### config.mk
export PLATFORM = sky130hd
export DESIGN_NAME = score_display_ctrl
export DESIGN_NICKNAME = d
export VERILOG_FILES = /design/src/rtl/score_display_ctrl.sv
export SDC_FILE = /design/constraint.sdc
export NUM_CORES = 1
export LEC_CHECK = 0
export CAP_MARGIN = 20
export CORE_ASPECT_RATIO = 1.25
export CORE_MARGIN = 1.5
export CORE_UTILIZATION = 40
export CTS_CLUSTER_SIZE = 20
export DETAILED_ROUTE_END_ITERATION = 16
export GPL_ROUTABILITY_DRIVEN = 0
export MAX_ROUTING_LAYER = met4
export PLACE_DENSITY = 0.69
export SLEW_MARGIN = 40
export SYNTH_ARGS = -nofsm -noshare
export SYNTH_HDL_FRONTEND = slang
export SYNTH_SLANG_ARGS = --single-unit
### constraint.sdc
create_clock -name clk -period 2.68 [get_ports clk]
set_input_delay 0.268 -clock clk [delete_from_list [all_inputs] [get_ports clk]]
set_output_delay 0.268 -clock clk [all_outputs]
set_load 0.02 [all_outputs]
### src/rtl/score_display_ctrl.sv
// Score display controller: accumulates point events, applies them to a 3-digit
// BCD score only during vertical blanking, and composites digit glyphs over the title.
module score_display_ctrl #(
    parameter int DIGIT_X0    = 160,
    parameter int DIGIT_Y0    = 20,
    parameter int DIGIT_W     = 25,
    parameter int DIGIT_PITCH = 26,
    parameter int DIGIT_H     = 40,
    parameter int BLANK_ROW   = 480
) (
    input  logic        clk,
    input  logic        rst_n,
    input  logic [9:0]  col,
    input  logic [9:0]  row,
    input  logic        valid,
    input  logic        point,
    input  logic        clear,
    input  logic [5:0]  title_rgb,
    input  logic        glyph_on,
    output logic [3:0]  digit_val,
    output logic [4:0]  glyph_x,
    output logic [5:0]  glyph_y,
    output logic [5:0]  rgb,
    output logic [11:0] score_bcd,
    output logic        busy
);

    localparam logic [9:0] X0_C     = 10'(DIGIT_X0);
    localparam logic [9:0] Y0_C     = 10'(DIGIT_Y0);
    localparam logic [9:0] W_C      = 10'(DIGIT_W);
    localparam logic [9:0] H_C      = 10'(DIGIT_H);
    localparam logic [9:0] BLANK_C  = 10'(BLANK_ROW);
    localparam logic [5:0] YELLOW_C = 6'b111100;

    typedef enum logic [1:0] {
        IDLE       = 2'd0,
        WAIT_BLANK = 2'd1,
        CLEAR      = 2'd2,
        APPLY      = 2'd3
    } state_t;

    state_t      state_r;
    logic [3:0]  pend_r;
    logic        clr_pend_r;
    logic        keep_pt_r;
    logic [11:0] score_r;
    logic        busy_r;
    logic [5:0]  rgb_r;

    logic        blank_s;
    logic [3:0]  pend_inc_s;
    logic [3:0]  pend_apply_s;
    logic [3:0]  pend_clr_s;
    logic        in_y_s;
    logic [5:0]  dy_s;
    logic [4:0]  dx_s [3];
    logic [2:0]  hit_s;
    logic        in_digit_s;

    // BCD increment with ripple carry; holds at 999.
    function automatic logic [11:0] bcd_inc(input logic [11:0] v);
        logic [11:0] r;
        if (v == 12'h999) begin
            r = v;
        end else if (v[3:0] != 4'd9) begin
            r = {v[11:4], v[3:0] + 4'd1};
        end else if (v[7:4] != 4'd9) begin
            r = {v[11:8], v[7:4] + 4'd1, 4'd0};
        end else begin
            r = {v[11:8] + 4'd1, 8'h00};
        end
        return r;
    endfunction

    assign blank_s = (row >= BLANK_C);

    // Pending-counter candidates: plain accumulate, apply-cycle, and clear-cycle values.
    always_comb begin
        pend_inc_s = pend_r;
        if (point && (pend_r != 4'hF)) begin
            pend_inc_s = pend_r + 4'd1;
        end else begin
            pend_inc_s = pend_r;
        end
        pend_apply_s = pend_r;
        if (pend_r == 4'd0) begin
            pend_apply_s = pend_inc_s;
        end else if (point) begin
            pend_apply_s = pend_r;
        end else begin
            pend_apply_s = pend_r - 4'd1;
        end
        // A point that arrived together with the clear survives the clear.
        pend_clr_s = {3'd0, point} + {3'd0, keep_pt_r};
    end

    // Score sequencing FSM; score only moves while blank is high.
    always_ff @(posedge clk) begin
        if (!rst_n) begin
            state_r    <= IDLE;
            pend_r     <= 4'd0;
            clr_pend_r <= 1'b0;
            keep_pt_r  <= 1'b0;
            score_r    <= 12'h000;
            busy_r     <= 1'b0;
        end else begin
            case (state_r)
                IDLE: begin
                    pend_r <= pend_inc_s;
                    if (clear) begin
                        clr_pend_r <= 1'b1;
                        keep_pt_r  <= point;
                    end
                    if (point || clear || (pend_r != 4'd0) || clr_pend_r) begin
                        state_r <= WAIT_BLANK;
                        busy_r  <= 1'b1;
                    end
                end
                WAIT_BLANK: begin
                    pend_r <= pend_inc_s;
                    if (clear) begin
                        clr_pend_r <= 1'b1;
                        keep_pt_r  <= point;
                    end
                    if (blank_s) begin
                        state_r <= (clr_pend_r || clear) ? CLEAR : APPLY;
                    end
                end
                CLEAR: begin
                    if (!blank_s) begin
                        pend_r  <= pend_inc_s;
                        state_r <= WAIT_BLANK;
                    end else begin
                        score_r    <= 12'h000;
                        clr_pend_r <= 1'b0;
                        keep_pt_r  <= 1'b0;
                        pend_r     <= pend_clr_s;
                        if (pend_clr_s != 4'd0) begin
                            state_r <= APPLY;
                        end else begin
                            state_r <= IDLE;
                            busy_r  <= 1'b0;
                        end
                    end
                end
                APPLY: begin
                    if (clear) begin
                        clr_pend_r <= 1'b1;
                        keep_pt_r  <= point;
                    end
                    if (!blank_s) begin
                        pend_r  <= pend_inc_s;
                        state_r <= WAIT_BLANK;
                    end else begin
                        if (pend_r != 4'd0) begin
                            score_r <= bcd_inc(score_r);
                        end
                        pend_r <= pend_apply_s;
                        if (clear) begin
                            state_r <= WAIT_BLANK;
                        end else if (pend_apply_s == 4'd0) begin
                            state_r <= IDLE;
                            busy_r  <= 1'b0;
                        end
                    end
                end
                default: begin
                    state_r <= IDLE;
                    busy_r  <= 1'b0;
                end
            endcase
        end
    end

    assign in_y_s = (row > Y0_C) && (row <= Y0_C + H_C);
    assign dy_s   = 6'(row - Y0_C - 10'd1);

    // Per-digit box hit test and in-box column offset.
    always_comb begin
        for (int i = 0; i < 3; i++) begin
            dx_s[i]  = 5'(col - X0_C - 10'(i * DIGIT_PITCH) - 10'd1);
            hit_s[i] = in_y_s && (col > X0_C + 10'(i * DIGIT_PITCH))
                              && (col <= X0_C + 10'(i * DIGIT_PITCH) + W_C);
        end
    end

    assign in_digit_s = |hit_s;

    // Glyph-ROM address for the digit under the current pixel.
    always_comb begin
        digit_val = 4'hF;
        glyph_x   = 5'd0;
        glyph_y   = 6'd0;
        if (hit_s[0]) begin
            digit_val = score_r[11:8];
            glyph_x   = dx_s[0];
            glyph_y   = dy_s;
        end else if (hit_s[1]) begin
            digit_val = score_r[7:4];
            glyph_x   = dx_s[1];
            glyph_y   = dy_s;
        end else if (hit_s[2]) begin
            digit_val = score_r[3:0];
            glyph_x   = dx_s[2];
            glyph_y   = dy_s;
        end else begin
            digit_val = 4'hF;
            glyph_x   = 5'd0;
            glyph_y   = 6'd0;
        end
    end

    // Registered compositing of glyph pixels over the title stream.
    always_ff @(posedge clk) begin
        if (!rst_n) begin
            rgb_r <= 6'd0;
        end else if (!valid) begin
            rgb_r <= 6'd0;
        end else if (in_digit_s && glyph_on) begin
            rgb_r <= YELLOW_C;
        end else begin
            rgb_r <= title_rgb;
        end
    end

    assign rgb       = rgb_r;
    assign score_bcd = score_r;
    assign busy      = busy_r;

endmodule

Run 1, routed clock nets over the placement:
Drawn at 6 px/um.
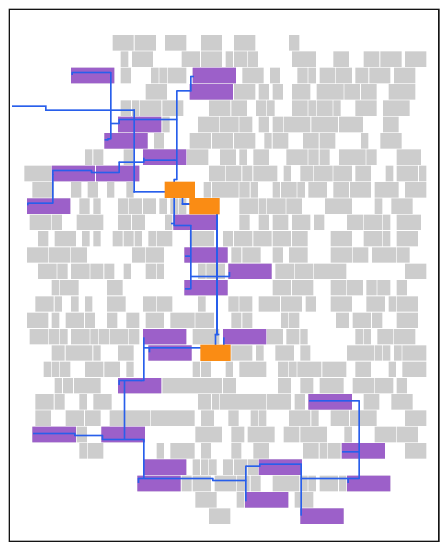
Key: clock-net drivers = orange [count 3]; clock wires = blue [length 342 um]; flip-flops = purple [count 27]
There are 4 routed clock nets.

Run 1, selected gate families:
Drawn at 4 px/um.
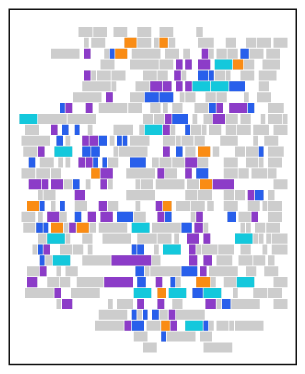
Key: and/or cells = orange [cells 14]; fa/ha/maj cells = cyan [cells 16]; aoi and oai cells = purple [cells 67]; nand cells = blue [cells 54, where widely spread]

==> design notes, run 1 <==
The flow ran to the end, and the final reports show no timing, DRC or antenna violations. The area fraction of the largest cell type after synthesis is 23.1%. For this run, the share of the core covered by cells in the final layout is 59.5%.

The share of the core filled by cells before placement came out at 42.3%. Yosys reports that the most numerous cell types are sky130_fd_sc_hd__nor2_1, sky130_fd_sc_hd__dfxtp_1, sky130_fd_sc_hd__a21oi_1, sky130_fd_sc_hd__inv_1, sky130_fd_sc_hd__nand2_1. Multi-input logic gates represent a cell area share of 50.5%. The tools report the total number of H-tree levels as 1. In the final report, the number of pins over their slew limit comes to 0.

The logs give 66 for the count of pins on the block boundary and 5.05 mm for the final HPWL from detailed placement. The final critical-path required period is 2.59 ns, and the warning total across the stage logs is 35. The non-clock inverters instantiated in the layout total 25.

Looking at the power breakdown, sequential logic takes 40.6% of the total. 0 antenna diodes ended up in the layout. The number of placed instances, taps included, is 449.

The clock network contribution to total cell area is 1.37%. Leaving out the clock tree, the finished layout contains a buffer count of 96. The cell-mix breakdown from Yosys lists the simple-gate area share as 28.1%. The area added between synthesis and finish works out to 40.4%. The signal on the critical path passes through clkdlybuf4s50_1 > inv_2 > or4_1 > a32o_2 > nand2b_2 > o22ai_1 > a21oi_1 > clkdlybuf4s15_2. The final layout report lists a filler cell count of 527. The placement-stage cell area was 3220 um2; the part of the total power dissipated in combinational logic was 38.3%. Quantity of gates resized following cts: 54. The initial antenna violation count was 0; the tightest hold margin was 0.499 ns.

The floorplan core area was 5520 um2. After synthesis, the cell types taking the most area are sky130_fd_sc_hd__dfxtp_1, sky130_fd_sc_hd__ha_1, sky130_fd_sc_hd__nor2_1. The run gives 23.1% as the sequential area share after synthesis.

Across the whole layout, storage elements make up 16.5% of the cell area. The most frequent logic cell in the layout was sky130_fd_sc_hd__clkdlybuf4s50_1. In this run, synthesis inferred 0 flip-flops with an integrated enable. The kind of end point of the critical path was an output port. Summing all non-filler instances in the final layout gives an area of 3280 um2. Counting both buffers and inverters, the worst setup path holds a total of 3. The number of setup buffers added after CTS is 0. With the number of global-route vias before repair at 2,266, the clock buffer instance count of the final layout is 4.

The highest routed metal layer was met4. With the part of the total power dissipated in the clock network at 21.1%, the switching power share of the total is 34.0%. The logs give 0 for the max capacitance violation total and 0.235 mW for the clock network power consumption. For the number of cell instances after yosys synthesis, the log shows 303. The number of instances in the synthesized netlist was 303. Biggest power consumer among the groups: registers.

TritonCTS built the clock tree. The run gives 1.12 mW for the total chip power. The overall die size recorded for this design is 6310 um2.
Run 1, pin map:
Drawn at 4 px/um. Pins as bars across the die edge, other pins in grey.
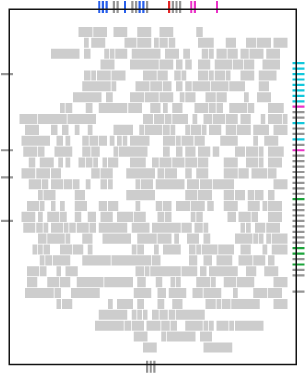
Key: digit_val = green [pins 4, direction output, edge right]; col = cyan [pins 10, direction input, edge right]; rst_n = red [pins 1, direction input, edge top]; glyph_x = magenta [pins 5, direction output, edge 3 top, 2 right]; title_rgb = blue [pins 6, direction input, edge top]

run 1: worst max path at each step:
stage               startpoint           end  slack [ns]  cells past startpoint
floorplan               col[1]  digit_val[1]        0.33                      8
global placement        col[1]    glyph_x[4]       -0.44                     10
CTS                     col[2]  digit_val[0]       0.002                      7
finish                  col[1]  digit_val[0]        0.09                      8
detailed placement      col[0]    glyph_x[4]       -0.43                     10
global route            col[1]    glyph_x[2]       -0.02                     11
run 1: registers in the layout, summed over array words and instances (netlist names):
signal	count
clr_pend_r	1
busy	1
keep_pt_r	1
score_bcd	12
pend_r	4
state_r	2
rgb	6
run 1: layer usage:
layer	vias up	global-route usage (%)
li1	1261	-
met1	1173	26.5
met2	64	35.0
met3	6	2.16
met4	0	4.46
met5	-	-
==> run 2: changes to the inputs <==
ABC_AREA = 1   (was unset)
PLACE_DENSITY = 0.67   (was 0.69)
==> run 2 against run 1 <==
Net effect:
- routed wire length rose by 5.2%
- power rose by 1.5%
- largest cell class unchanged
- critical path type unchanged
- critical endpoint is now digit_val[1]
- register-to-register slack improved by 0.17 ns
- non-clock buffer count rose by 5
- cell area rose by 11%
==> design notes, run 2 <==
The flow ran to the end, and the final reports show no timing, DRC or antenna violations. The flop share of the area was 14.8% (was 16.5%); the share of the core filled by cells before placement was 41.9% (was 42.3%). The logs give 37.3% (was 35.0%) for the met2 routing resource usage after global routing and 4 (unchanged) for the clock buffer instance count of the final layout.

The run gives 58.4% (was 59.5%) for the end-of-flow core utilization. Area of the die: 7040 um2 (was 6310 um2). The run gives 418 (was 303) for the number of cell instances after yosys synthesis.

The multi-input gate share of total cell area works out to 49.8% (was 50.5%). Kind of end point of the critical path: an output port (unchanged). The final HPWL from detailed placement was 5.59 mm (was 5.05 mm); the number of enable flip-flop cells was 0 (unchanged).

With the buffer-and-inverter tally for the worst setup path at 3 (unchanged), the count of antenna diodes in the layout is 0 (unchanged). For the number of global-route vias before repair, the log shows 2,810 (was 2,266). The tools report the sequential area share after synthesis as 20.6% (was 23.1%). The clock network contribution to total cell area came out at 1.24% (was 1.37%). The floorplan core area is 6250 um2 (was 5520 um2), and the number of flip-flops under the largest register name is 12 (unchanged). The run gives 1 (unchanged) as the total number of H-tree levels.

The warning total across the stage logs came out at 37 (was 35). The switching power share of the total is 35.4% (was 34.0%), and the max capacitance violation total is 0 (unchanged). The placement-stage cell area is 3600 um2 (was 3220 um2), and the part of the total power dissipated in combinational logic is 38.8% (was 38.3%).

The clock network power consumption came out at 0.228 mW (was 0.235 mW). The count of plain and timing-repair buffers came out at 101 (was 96). TritonCTS built the clock tree.

The initial antenna violation count was 0 (unchanged). The run gives 3640 um2 (was 3280 um2) for the cell area after layout.
[run 2: cell types whose count changed in the layout (fill, tap and decap cells not counted), moves of 5 or more]
cell	previous run	this run
sky130_fd_sc_hd__a21oi_1	25	19
sky130_fd_sc_hd__buf_4	31	36
sky130_fd_sc_hd__clkdlybuf4s15_2	8	0
sky130_fd_sc_hd__dlygate4sd2_1	0	8
sky130_fd_sc_hd__inv_1	24	63
sky130_fd_sc_hd__nand2_1	21	93
sky130_fd_sc_hd__nand2_2	1	8
sky130_fd_sc_hd__nand3_1	12	40
sky130_fd_sc_hd__nor2_1	34	45
sky130_fd_sc_hd__nor2_2	0	5
sky130_fd_sc_hd__o221ai_1	5	0
sky130_fd_sc_hd__xnor2_1	12	6
sky130_fd_sc_hd__xor2_1	8	13
Run 2, clock wiring as the flow saved it:
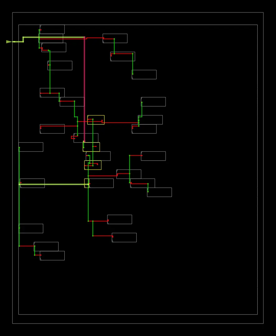
latest clock arrival within the worst-skew pair: 0.27 ns
FFs & Latches: 27

Run 2, signal wires by layer:
Drawn at 3 px/um. Only two layers are drawn.
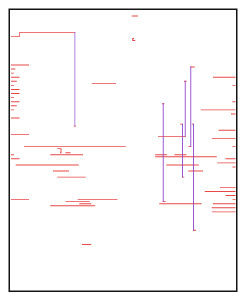
Key: M4 = purple [wire length 162 um]; M3 = red [wire length 354 um]

==> run 3: changes to the inputs <==
PLACE_DENSITY = 0.78   (was 0.67)
==> run 3 against run 2 <==
Net effect:
- routed wire length grew 7.2%
- cell area rose by 0.38%
- flip-flop count is the same
- area after synthesis unchanged
- utilization is 0.22 points higher
- global-route usage up 0.97 points
- die size did not move
- cell count up 0.17%
- synthesized cell count unchanged
- critical path type unchanged
- largest cell class unchanged
==> design notes, run 3 <==
The quantity of gates resized following cts is 26 (was 23), and the tightest hold margin is 0.469 ns (was 0.468 ns). The final HPWL from detailed placement is 5.81 mm (was 5.59 mm). The switching power share of the total was 36.7% (was 35.4%). Top area cell types: sky130_fd_sc_hd__dfxtp_1, sky130_fd_sc_hd__nand2_1, sky130_fd_sc_hd__inv_1 (unchanged). Number of instances in the synthesized netlist: 418 (unchanged). Count of pins on the block boundary: 66 (unchanged). The number of enable flip-flop cells works out to 0 (unchanged). For the clock network power consumption, the log shows 0.248 mW (was 0.228 mW). The initial antenna violation count is 0 (unchanged). Cells traversed along the worst timing path: clkdlybuf4s50_1 > inv_1 > ha_1 > nand3b_1 > nand2_1 > nand3_2 > nor2_2 > nand3_2 > buf_6 > nand2_1 > inv_2 > o21ai_0 > nand3_1 > buf_2 (was clkdlybuf4s50_1 > nand2_1 > nor2_1 > nand3_1 > nand3_1 > buf_4 > nand4_1 > o211ai_1 > nand2_1 > dlygate4sd2_1).

The run gives 2,954 (was 2,810) as the number of global-route vias before repair. The number of cells in the design after placement was 597 (unchanged); the share of the core filled by cells before placement was 41.9% (unchanged). Launch point of the worst path: row[0] (was col[4]). The sequential cell count was 27 (unchanged). The total chip power is 1.16 mW (was 1.13 mW), and the basic-gate share of the synthesized area counting and, or, nand and nor cells is 40.7% (unchanged).

Kind of end point of the critical path: an output port (unchanged). The biggest power consumer among the groups was registers (unchanged). The run gives 21.4% (was 20.1%) for the part of the total power dissipated in the clock network. The multi-input gate share of total cell area works out to 49.2% (was 49.8%).

The fill cell total of the finished layout was 618 (was 634). The tools report the floorplan core area as 6250 um2 (unchanged). The run finished with clean final reports.

The count of plain and timing-repair buffers is 102 (was 101), and the flop share of the area is 14.8% (about the same).
run 3: cell counts after synthesis:
Identical to the previous run, type by type.
run 3: layer usage:
layer  part of all wire (%)  routed length [um]  vias to the layer above  GRT usage [%]
li1                       -                   -                     1533              -
met1                     41                2990                     1384           25.2
met2                     53                3890                       94           40.0
met3                    4.0                 290                       18           1.29
met4                    1.9                 139                        0           6.99
met5                      0                   0                        -              -
run 3: critical path: cells and delay by family:
kind | cells | cell delay [ns]
buffers and inverters | 5 | 0.93
AND/OR/NAND/NOR | 7 | 0.77
adder cells (fa/ha/maj) | 1 | 0.20
AND-OR/OR-AND | 1 | 0.09
Run 3, the metal 4 layer:
Drawn at 4 px/um.
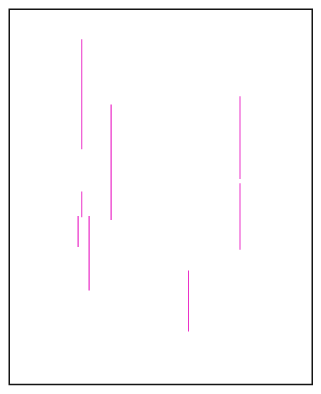
The wires run mostly vertical. The layer carries 139 um of wire. The longest straight run is 28.6 um.

Run 3, pin map:
Drawn at 4 px/um. Pins as bars across the die edge, other pins in grey.
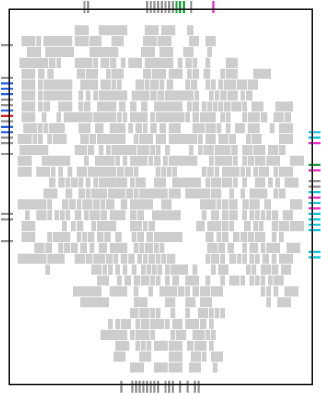
Key: title_rgb = blue [pins 6, direction input, edge left]; glyph_x = magenta [pins 5, direction output, edge 4 right, 1 top]; rst_n = red [pins 1, direction input, edge left]; digit_val = green [pins 4, direction output, edge 3 top, 1 right]; col = cyan [pins 10, direction input, edge right]

Power figures rest on the tool's default switching activity, not on a simulated workload.
